File: config.mk
export PLATFORM = sky130hd
export DESIGN_NAME = csa_accumulator
export DESIGN_NICKNAME = d
export VERILOG_FILES = /design/src/rtl/csa_accumulator.sv
export SDC_FILE = /design/constraint.sdc
export NUM_CORES = 1
export LEC_CHECK = 0
export CORE_MARGIN = 2
export CORE_UTILIZATION = 55
export CTS_CLUSTER_SIZE = 14
export DETAILED_ROUTE_END_ITERATION = 6
export PLACE_DENSITY = 0.87
export SYNTH_ARGS = -nofsm -noshare
export SYNTH_HDL_FRONTEND = slang
export SYNTH_SLANG_ARGS = --single-unit
File: constraint.sdc
create_clock -name clk -period 4.45 [get_ports clk]
set_input_delay 1.335 -clock clk [delete_from_list [all_inputs] [get_ports clk]]
set_output_delay 1.335 -clock clk [all_outputs]
set_load 0.005 [all_outputs]
File: src/rtl/csa_accumulator.sv
// csa_accumulator: frame accumulator that keeps the running sum in carry-save
// form (S, C) so each beat costs one 3:2 compression with no carry chain,
// then resolves S + C bit-serially (LSB first) before presenting the result.
module csa_accumulator #(
  parameter int W     = 4,
  parameter int ACC_W = 8
) (
  input  logic             clk,
  input  logic             rst_n,
  input  logic             in_valid,
  output logic             in_ready,
  input  logic [W-1:0]     in_data,
  input  logic             in_last,
  output logic             out_valid,
  input  logic             out_ready,
  output logic [ACC_W-1:0] out_sum,
  output logic [7:0]       out_cnt
);

  localparam int STEP_W = (ACC_W > 1) ? $clog2(ACC_W) : 1;
  localparam logic [STEP_W-1:0] LAST_STEP = STEP_W'(ACC_W - 1);

  typedef enum logic [1:0] {
    ACCUM   = 2'd0,
    RESOLVE = 2'd1,
    DONE    = 2'd2
  } state_e;

  // Single-bit majority, used for the serial resolve carry.
  function automatic logic maj_bit(input logic a, input logic b, input logic c);
    return (a & b) | (a & c) | (b & c);
  endfunction

  // Bitwise majority across the accumulator width, used for the CSA carry word.
  function automatic logic [ACC_W-1:0] maj_vec(input logic [ACC_W-1:0] a,
                                               input logic [ACC_W-1:0] b,
                                               input logic [ACC_W-1:0] c);
    return (a & b) | (a & c) | (b & c);
  endfunction

  state_e              state_q, state_d;
  logic [ACC_W-1:0]    s_q, s_d;
  logic [ACC_W-1:0]    c_q, c_d;
  logic                cy_q, cy_d;
  logic [STEP_W-1:0]   step_q, step_d;
  logic [ACC_W-1:0]    sum_q, sum_d;
  logic [7:0]          cnt_q, cnt_d;
  logic                in_ready_q, in_ready_d;
  logic                out_valid_q, out_valid_d;
  logic [ACC_W-1:0]    x_s;

  assign x_s = {{(ACC_W-W){1'b0}}, in_data};

  // Next-state and datapath update for all three phases of a frame.
  always_comb begin
    state_d = state_q;
    s_d     = s_q;
    c_d     = c_q;
    cy_d    = cy_q;
    step_d  = step_q;
    sum_d   = sum_q;
    cnt_d   = cnt_q;
    case (state_q)
      ACCUM: begin
        // in_ready is always 1 here, so in_valid alone qualifies a beat.
        if (in_valid) begin
          s_d   = s_q ^ c_q ^ x_s;
          c_d   = maj_vec(s_q, c_q, x_s) << 1;
          cnt_d = cnt_q + 8'd1;
          if (in_last) begin
            state_d = RESOLVE;
            cy_d    = 1'b0;
            step_d  = {STEP_W{1'b0}};
          end else begin
            state_d = ACCUM;
          end
        end else begin
          state_d = ACCUM;
        end
      end
      RESOLVE: begin
        sum_d[step_q] = s_q[step_q] ^ c_q[step_q] ^ cy_q;
        cy_d          = maj_bit(s_q[step_q], c_q[step_q], cy_q);
        if (step_q == LAST_STEP) begin
          // Carry out of the top bit is dropped: result is modulo 2^ACC_W.
          state_d = DONE;
          step_d  = {STEP_W{1'b0}};
        end else begin
          step_d  = step_q + {{(STEP_W-1){1'b0}}, 1'b1};
        end
      end
      DONE: begin
        if (out_ready) begin
          state_d = ACCUM;
          s_d     = {ACC_W{1'b0}};
          c_d     = {ACC_W{1'b0}};
          cy_d    = 1'b0;
          sum_d   = {ACC_W{1'b0}};
          cnt_d   = 8'd0;
        end else begin
          state_d = DONE;
        end
      end
      default: begin
        state_d = ACCUM;
        s_d     = {ACC_W{1'b0}};
        c_d     = {ACC_W{1'b0}};
        cy_d    = 1'b0;
        step_d  = {STEP_W{1'b0}};
        sum_d   = {ACC_W{1'b0}};
        cnt_d   = 8'd0;
      end
    endcase
    in_ready_d  = (state_d == ACCUM);
    out_valid_d = (state_d == DONE);
  end

  // State and datapath registers; reset aborts any frame in progress.
  always_ff @(posedge clk or negedge rst_n) begin
    if (!rst_n) begin
      state_q     <= ACCUM;
      s_q         <= {ACC_W{1'b0}};
      c_q         <= {ACC_W{1'b0}};
      cy_q        <= 1'b0;
      step_q      <= {STEP_W{1'b0}};
      sum_q       <= {ACC_W{1'b0}};
      cnt_q       <= 8'd0;
      in_ready_q  <= 1'b1;
      out_valid_q <= 1'b0;
    end else begin
      state_q     <= state_d;
      s_q         <= s_d;
      c_q         <= c_d;
      cy_q        <= cy_d;
      step_q      <= step_d;
      sum_q       <= sum_d;
      cnt_q       <= cnt_d;
      in_ready_q  <= in_ready_d;
      out_valid_q <= out_valid_d;
    end
  end

  assign in_ready  = in_ready_q;
  assign out_valid = out_valid_q;
  assign out_sum   = sum_q;
  assign out_cnt   = cnt_q;

endmodule

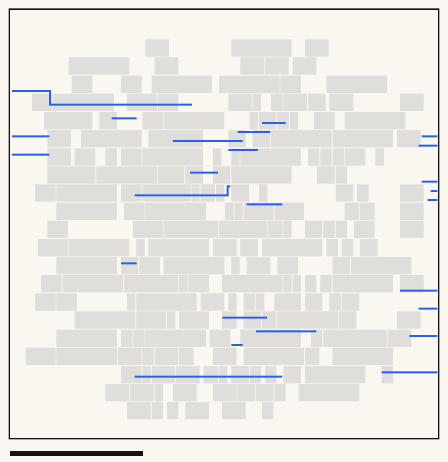
**Above:** the metal 3 layer.
Scale bar: 20 um.
19 nets have wire on it. The longest straight run is 21.8 um. The layer carries 158 um of wire.
total number of vias: 1490
met3 Use GR: 0.05810

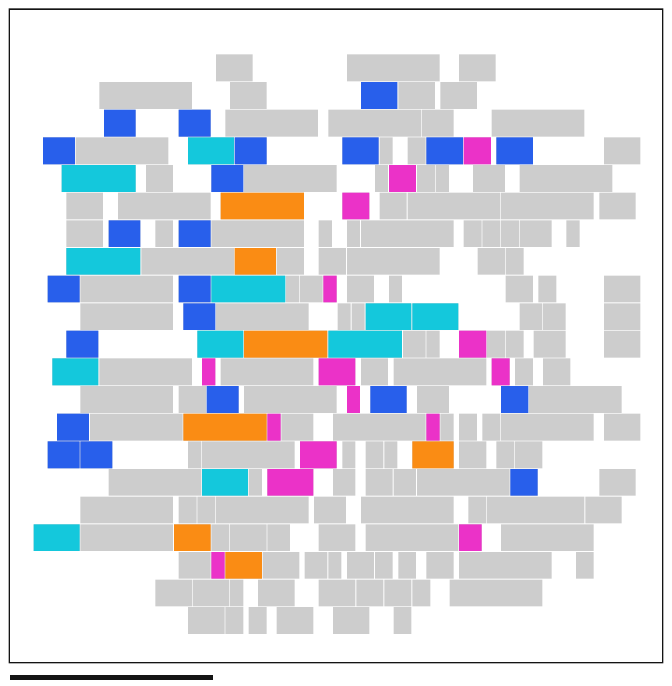
**Above:** selected gate families.
Scale bar: 20 um.
Key: magenta = NOR gates [cells 15]; orange = multiplexers [cells 7]; cyan = adder and majority cells [cells 11]; blue = AND-OR and OR-AND gates [cells 22]
Top cell excl fill/tap: dfrtp_1
Comb/total area: 0.4111
non-filler cells, final: 242

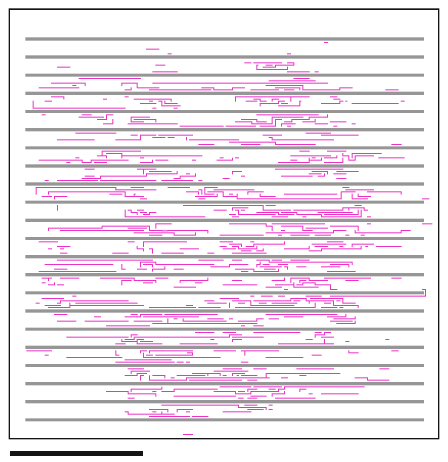
**Above:** metal 1.
Scale bar: 20 um. Supply wires on this layer in grey.
184 nets have wire on it. The layer carries 1780 um of wire.
met1 Track Usage GR: 0.3058
total routed wirelength: 3.928 mm

## worst max path at each step
| stage | from | end | slack (ns) | cells after the start |
|---|---|---|---|---|
| floorplan | in_valid | out_cnt[5] | 1.95 | 4 |
| global placement | in_valid | s_q[1] | 1.05 | 4 |
| detailed placement | in_valid | out_cnt[1] | 0.89 | 4 |
| CTS | in_valid | out_cnt[1] | 1.27 | 4 |
| global route | in_valid | c_q[2] | 1.00 | 4 |
| finish | in_valid | s_q[0] | 1.24 | 4 |
## worst max-delay path: cells and delay by family
family / cells / cell delay, ns
AND/OR/NAND/NOR: 2 / 1.28
AND-OR/OR-AND: 1 / 0.30
buffers and inverters: 1 / 0.53
## power by group through the flow
stage / clock [W] / combinational [W] / sequential (W)
detailed placement: 0 / 0.000572 / 0.000634
global route: 0.000192 / 0.000646 / 0.000652
CTS: 0.000172 / 0.000573 / 0.000628
global placement: 0 / 0.000542 / 0.000623
finish: 0.000172 / 0.000566 / 0.000628
floorplan: 0 / 0.000452 / 0.000545
## stage by stage
stage / hold slack, ns / power (W) / cells / setup WS (ns)
after floorplan: 0.4751 / 0.0009971 / 174 / 1.952
after global placement: 0.4727 / 0.001165 / 234 / 1.045
after detailed placement: 0.4806 / 0.001206 / 234 / 0.8941
after CTS: 0.5052 / 0.001373 / 242 / 1.271
after global routing: 0.5236 / 0.001489 / 242 / 1.001
final: 0.5010 / 0.001366 / 242 / 1.241
## sequential cells by signal (all words and copies together), names as in the netlist
name / flops
state_q: 2
out_sum: 8
step_q: 3
s_q: 8
cy_q: 1
out_valid: 1
out_cnt: 8
in_ready: 1
c_q: 7
## cell families after synthesis
group	after synthesis
buffers and inverters	16
adders and majority gates	11
AOI/OAI and AO/OA	52
xor gates and xnor gates	2
and+or+nand+nor	47
muxes	7
DFF	39
==> impl_metrics.py <==
# Auto-generated metrics
metrics = {
    "outcome": {
        "status": "completed",
    },
    "logic_synthesis": {
        "ys_sh_xor": 0.008794,
        "synth-compound-area-share": 0.1897,
        "top_cells_by_count": "38 x dfrtp_1, 15 x a22o_1, 12 x nand2_1, 12 x o21ai_0, 10 x clkbuf_1",
        "yosysChipArea_um2": 1992,
        "adder_share": 0.08417,
        "ys_seq_share": 0.4906,
        "ys.flops": 39,
        "yosys_most_used_dff": "dfrtp_1",
        "syn-cell-area_um2": 1992,
        "ys_cells": 174,
        "avgSynthCellArea_um2": 11.45,
        "topCellsByArea": "dfrtp_1 48%, a22o_1 6.6%, ha_1 4.4%",
        "synthDominantCellAreaShare": 0.4774,
        "mux_area_frac": 0.05528,
        "ys_types": 41,
        "top_logic_kind": "AND-OR/OR-AND gates",
        "synth_cells": 174,
    },
    "final_timing": {
        "rsz0062_at_grt": "false",
        "tns_ns": 0,
        "maxSlewViolCount": 0,
        "hold_violations": 0,
        "setup_viol": 0,
        "fin_skew_ns": 0.009399,
        "finalCriticalPeriod_ns": 3.209,
        "post-route-period-util": 0.7212,
        "fmax_mhz": 311.6,
    },
    "layout": {
        "drive_gt1_frac": 0.07653,
        "nNonClkInverters": 4,
        "nClkBuffers": 7,
        "nNonClkBuffers": 26,
        "antennaDiodeCount": 0,
        "logic_gates": 119,
        "buf_share": 0.1109,
        "mostFrequentLayoutCells": "38 x dfrtp_1, 25 x clkdlybuf4s50_1, 15 x a22o_1, 12 x nand2_1, 12 x o21ai_0",
        "fin_nets": 215,
        "final-clk-cell-share": 0.02175,
        "ff_count": 39,
        "seq_area_frac": 0.4247,
        "comb_area_um2": 945.9,
        "postLayoutCellArea_um2": 2301,
        "regArea_um2": 977.2,
        "largest_class": "registers",
        "fillers": 260,
    },
    "global_routing": {
        "track_usage": 0.2235,
        "overflow": 0,
        "antenna_found_initial": 0,
        "grt_use_met2": 0.3542,
        "grt_max_degree": 40,
        "grt_pass1_wl_mm": 7.072,
    },
    "hold_path": {
        "hold_path.class": "flip-flop to flip-flop",
        "worstHoldStart": "out_sum[4]",
        "hold_end": "out_sum[4]",
        "min_path_cells": 1,
    },
    "cts": {
        "cts_buffers": 5,
        "cts_repair_resize_count": 0,
        "tritoncts": "built",
        "cts_buffer_depth": 2,
        "cts_setup_buffers": 0,
        "cts.htree.levels": 2,
        "cts_root_buffer": "clkbuf_4",
        "clkSinkCount": 39,
        "clk_latency_ns": 0.35,
    },
    "floorplanning": {
        "die-area_um2": 4119,
        "num_io_pins": 27,
        "rows": 21,
        "fp_util": 0.5832,
        "tapCellCount": 46,
        "chipHeight_um": 64.18,
        "dieWidth_um": 64.18,
    },
    "critical_path": {
        "rr_worst_depth": 6,
        "critPathArrivalTime_ns": 3.45,
        "critPathMaxFanout": 16,
        "r2r_start": "step_q[0]",
        "crit_chain": "clkdlybuf4s50_1 -> nor3b_2 -> nor2_1 -> a22o_1",
        "rr_endpoint": "out_sum[6]",
        "ff2ff_setup_slack_ns": 1.69,
        "crit_path_top_delay_cell": "nor3b_2",
        "cpPeakStageDelay_ns": 0.82,
    },
    "detailed_routing": {
        "routedWlPerCell_um": 16.23,
        "wl_met3_um": 157,
        "postRouteAntennaNets": 0,
        "drt_pass1_iterations": 4,
        "drt_iter0_markers": 110,
        "via_per_inst": 6.157,
        "post-route-drc-count": 0,
        "highest_layer": "met4",
        "drt-met1-wl_mm": 1.780,
        "route.met2.wl_mm": 1.940,
    },
    "power_and_ir_drop": {
        "p_clk_frac": 0.126,
        "irDropWorstVdd_mv": 0.2988,
        "power_frac_comb": 0.415,
        "power.switching_w": 0.0005339,
        "seq_power_share": 0.460,
        "p_int_w": 0.0008319,
        "power_density_nw_per_um2": 593.6,
        "leakage_nw": 1.022,
        "swShare": 0.3909,
    },
    "place": {
        "gp_congestion": 0.7951,
        "hpwl_mm": 2.844,
        "io_buffers": 26,
        "placed_area_um2": 2251,
    },
    "run": {
        "warnings": 26,
    },
}
No activity file was given, so power comes from the tool's default toggle rates.
